==> images/met1.png <==
Scale bar: 20 um. Cells faint in the background.
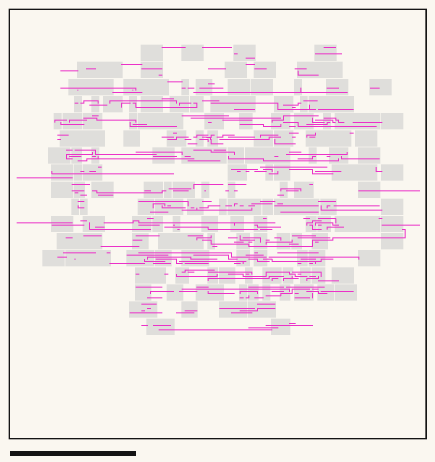
==> images/met2.png <==
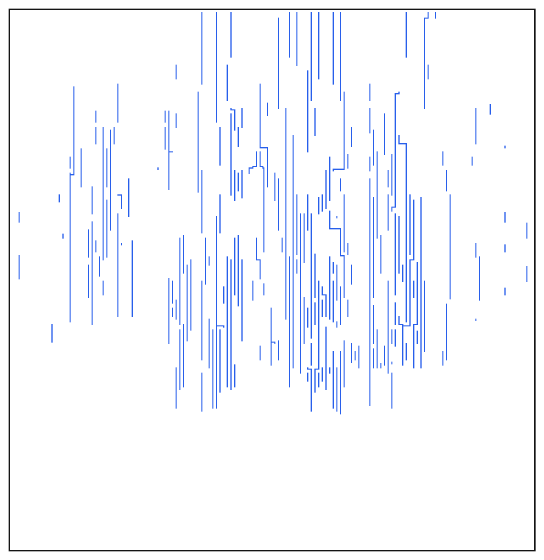
==> images/met3.png <==
Scale bar: 20 um.
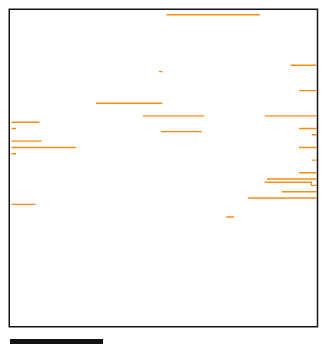
==> images/drive_strength.png <==
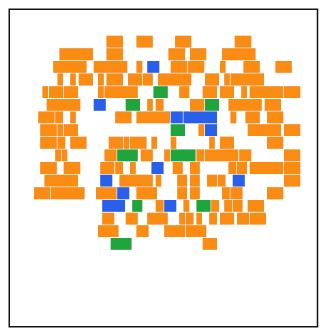
**config.mk**
```make
export PLATFORM = sky130hd
export DESIGN_NAME = gray_counter
export DESIGN_NICKNAME = d
export VERILOG_FILES = /design/src/rtl/gray_pkg.sv /design/src/rtl/gray_counter_bin2gray.sv /design/src/rtl/gray_counter.sv
export SDC_FILE = /design/constraint.sdc
export NUM_CORES = 1
export LEC_CHECK = 0
export CAP_MARGIN = 10
export CORE_AREA = 3 3 63 65
export CTS_CLUSTER_SIZE = 10
export DETAILED_ROUTE_END_ITERATION = 8
export DIE_AREA = 0 0 66 68
export PLACE_DENSITY = 0.6
export SLEW_MARGIN = 20
export SYNTH_ARGS = -nofsm -noshare
export SYNTH_HDL_FRONTEND = slang
export SYNTH_SLANG_ARGS = --single-unit
```
**constraint.sdc**
```tcl
create_clock -name clk -period 2.7 [get_ports clk]
set_input_delay 0.54 -clock clk [delete_from_list [all_inputs] [get_ports clk]]
set_output_delay 0.54 -clock clk [all_outputs]
set_load 0.005 [all_outputs]
```
**src/rtl/gray_pkg.sv**
```systemverilog
// Shared helpers for the Gray-code counter family.
//   bin2gray  : binary -> reflected Gray encoding. It works on a
//               GRAY_MAX_W-bit vector. Callers zero-extend their SIZE-bit
//               value and keep the low SIZE bits. The top bit of a Gray code
//               equals the top binary bit, so the zero padding above SIZE
//               never leaks into the kept bits.
//   max_count : all-ones terminal count 2^size-1 for a given width.
package gray_pkg;

    localparam int GRAY_MAX_W = 32;

    function automatic logic [GRAY_MAX_W-1:0] bin2gray(input logic [GRAY_MAX_W-1:0] b);
        return b ^ (b >> 1);
    endfunction

    function automatic logic [GRAY_MAX_W-1:0] max_count(input int size);
        if (size >= GRAY_MAX_W)
            return '1;
        return (GRAY_MAX_W'(1) << size) - GRAY_MAX_W'(1);
    endfunction

endpackage

```
**src/rtl/gray_counter_bin2gray.sv**
```systemverilog
// Purely combinational binary-to-Gray encoder. It is the inverse of the
// Gray-to-binary decoder.
//   bin_i  [SIZE-1:0] : binary input
//   gray_o [SIZE-1:0] : Gray encoding, gray[i] = bin[i+1] ^ bin[i]
module bin2gray #(
    parameter int SIZE = 8
) (
    input  logic [SIZE-1:0] bin_i,
    output logic [SIZE-1:0] gray_o
);

    localparam int W = gray_pkg::GRAY_MAX_W;

    logic [W-1:0] gray_wide;

    assign gray_wide = gray_pkg::bin2gray(W'(bin_i));
    assign gray_o    = gray_wide[SIZE-1:0];

endmodule

```
**src/rtl/gray_counter.sv**
```systemverilog
// Registered up/down Gray-code counter with parallel binary load and a
// wrap pulse.
//   clk      : rising-edge clock
//   rst      : synchronous active-high reset, clears all outputs
//   en       : step enable, one step per cycle
//   up       : step direction, 1 = increment, 0 = decrement
//   load     : parallel load of load_bin. It overrides en.
//   load_bin : binary value to load
//   gray     : registered Gray code of the current count
//   bin      : registered binary count
//   wrap     : one-cycle pulse after an en step that wraps the count
// Priority is rst > load > en > hold.
module gray_counter
    import gray_pkg::*;
#(
    parameter int SIZE = 8
) (
    input  logic            clk,
    input  logic            rst,
    input  logic            en,
    input  logic            up,
    input  logic            load,
    input  logic [SIZE-1:0] load_bin,
    output logic [SIZE-1:0] gray,
    output logic [SIZE-1:0] bin,
    output logic            wrap
);

    localparam logic [SIZE-1:0] MAX_CNT = SIZE'(max_count(SIZE));

    logic [SIZE-1:0] cnt_q,  cnt_d;
    logic [SIZE-1:0] gray_q, gray_d;
    logic            wrap_q, wrap_d;

    always_comb begin
        cnt_d  = cnt_q;
        wrap_d = 1'b0;
        if (load) begin
            cnt_d = load_bin;
        end else if (en) begin
            if (up) begin
                cnt_d  = cnt_q + SIZE'(1);
                wrap_d = (cnt_q == MAX_CNT);
            end else begin
                cnt_d  = cnt_q - SIZE'(1);
                wrap_d = (cnt_q == '0);
            end
        end
    end

    // Encode the next count, not the current one. This keeps gray aligned
    // with bin in the same cycle and avoids a combinational output path.
    bin2gray #(.SIZE(SIZE)) u_enc (
        .bin_i  (cnt_d),
        .gray_o (gray_d)
    );

    always_ff @(posedge clk) begin
        if (rst) begin
            cnt_q  <= '0;
            gray_q <= '0;
            wrap_q <= 1'b0;
        end else begin
            cnt_q  <= cnt_d;
            gray_q <= gray_d;
            wrap_q <= wrap_d;
        end
    end

    assign bin  = cnt_q;
    assign gray = gray_q;
    assign wrap = wrap_q;

endmodule

```
==> reports/qor.log <==
INFO  worst_setup_path max_stage_delay=490ps
INFO  yosys          netlist-cell-type-count=38
INFO  power_and_ir_drop ir_worst_vdd=0.2511mV
INFO  route          via_per_inst=4.851
INFO  cells_and_area final_area=0.001408mm2
INFO  global_routing grt_pass1_wl=4250um
INFO  yosys          yosys.cell_count.top_type=nor2_1
INFO  floorplan      die_height=68um
INFO  worst_setup_path cp_data_arrival_time=2630ps
INFO  clock_network  clk_pin_slew=90ps
INFO  yosys          ys.flop_type=dfxtp_1
INFO  global_routing grt_pass1_vias=950
INFO  clock_network  tritoncts.num_buffers=3
INFO  yosys          yosys-dominant-comb-family=AND-OR/OR-AND gates
INFO  run            stage_log_warnings=26
INFO  sta            slew_viol_final=0
INFO  floorplan      floorplan.die.width=66um
INFO  yosys          mappedNetlistNets=135
INFO  yosys          yosysTopAreaCell=dfxtp_1
INFO  route          route.top_layer_used=met4
INFO  yosys          synth_top_area_share=31.45%
INFO  global_routing grt_antenna_before_repair=0
INFO  status         outcome=complete, no violations
INFO  yosys          yosys_warnings=0
INFO  global_routing gr_ovfl_total=0
INFO  clock_network  cts_tree=built
INFO  place          place.detailed.hpwl=2067um
INFO  route          firstDrtPassIters=4
INFO  worst_setup_path crit_path_top_delay_cell=fa_1
INFO  clock_network  deepest_level_of_the_cts_h_tree=1
INFO  clock_network  post_cts_repair_resize_count=0
INFO  sta            grt_setup_unrepaired=false
INFO  cells_and_area nNetsFinal=170
INFO  floorplan      overall_die_area=0.004488mm2
INFO  sta            tightestPinTransition=556.8ps
INFO  worst_setup_path critPathKind=primary input to register
INFO  route          detail_route.iter0.violations=69
INFO  place          post-place-ws=-89.62ps
INFO  power_and_ir_drop design_power_total=0.6679mW
INFO  floorplan      rows=21
INFO  clock_network  cts-hold-fix-buffers=0
INFO  route          met1Wirelength=1152um
INFO  route          drt-total-wl=2564um
INFO  route          antenna_violating_nets_post_route=0
INFO  worst_setup_path crit_required=2870ps
INFO  yosys          xor_area_share=9.459%
INFO  yosys          netlist_top_cells_area=dfxtp_1, ha_1, nor2_1, xnor2_1, a21oi_1
INFO  cells_and_area layout.core_utilization=41.53%
INFO  power_and_ir_drop pwr_density_cell=474.5mW/mm2
Notes on met1.png above:
wire length on this layer: 1150 um
nets with wire on the layer: 150
main direction: horizontal

Notes on met2.png above:
nets with wire on the layer: 147
longest straight run: 29.2 um

Notes on met3.png above:
wire length on this layer: 163 um
main direction: horizontal
share of all routed wire: 6.4%

Notes on drive_strength.png above:
| colour | size | cells |
|---|---|---|
| green | drive 2 | 9 |
| blue | drive 3 to 4 | 11 |
| orange | drive 1 or less | 128 |

-- metrics by stage --
stage | std cells | hold slack (ps) | setup TNS, ps
floorplan | 115 | 609.4 | 0
global placement | 191 | 728.6 | -140.2
detailed placement | 191 | 731.5 | -289.4
CTS | 194 | 749.4 | 0
global route | 194 | 812.4 | 0
finish | 194 | 739.2 | 0
-- tightest hold or removal path: stages (launching register included) --
cell and delay, ps:
dfxtp_1 370, nand4_1 90, nor3_1 50, a31oi_1 130, nor3_1 60
-- per-layer routing --
metal	vias to the layer above	track usage (%)
li1	477	-
met1	434	14.87
met2	27	21.78
met3	3	4.269
met4	0	0.7614
met5	-	0
-- cells by family (layout without fill, tap and decap cells) --
family	after synthesis	count (layout)
DFF	16	16
xor gates and xnor gates	11	11
buffers and inverters	9	42
muxes	3	3
adders and majority gates	7	7
AOI/OAI and AO/OA	29	29
and+or+nand+nor	40	40
-- power breakdown --
group	switching, mW	internal, mW
Sequential	0.0221	0.263
Combinational	0.114	0.146
Clock	0.0711	0.0519
-- worst paths after layout --
path                          start            endpoint  slack, ps  depth (start not counted)
setup / recovery                 up  gray[5]$_SDFF_PP0_        240                          9
hold / removal    bin[2]$_SDFF_PP0_     wrap$_SDFF_PP0_        740                          4
hold reg to reg   bin[2]$_SDFF_PP0_     wrap$_SDFF_PP0_        740                          4
setup reg to reg  bin[0]$_SDFF_PP0_  gray[5]$_SDFF_PP0_        540                          8
-- cells in the final DEF, fill, tap and decap left out, types with 4 or more instances in the layout --
cell | netlist | layout
nor2_1 | 20 | 20
xnor2_1 | 8 | 8
clkdlybuf4s50_1 | 0 | 29
buf_4 | 1 | 6
inv_1 | 4 | 4
dfxtp_1 | 16 | 16
ha_1 | 6 | 6
nor3_1 | 5 | 5
a21oi_1 | 6 | 6
-- final cells by class --
type / count / area [um2]
Timing Repair Buffer: 35 / 335.3
Tap cell: 46 / 57.56
Sequential cell: 16 / 320.3
Clock buffer: 3 / 22.52
Multi-Input combinational cell: 90 / 656.9
Inverter: 4 / 15.01
Fill cell: 354 / 1982
-- state kept, by name, summed over array words and instances (netlist names) --
register	count
bin	8
wrap	1
gray	7
Power is estimated from default activity; no workload was simulated.
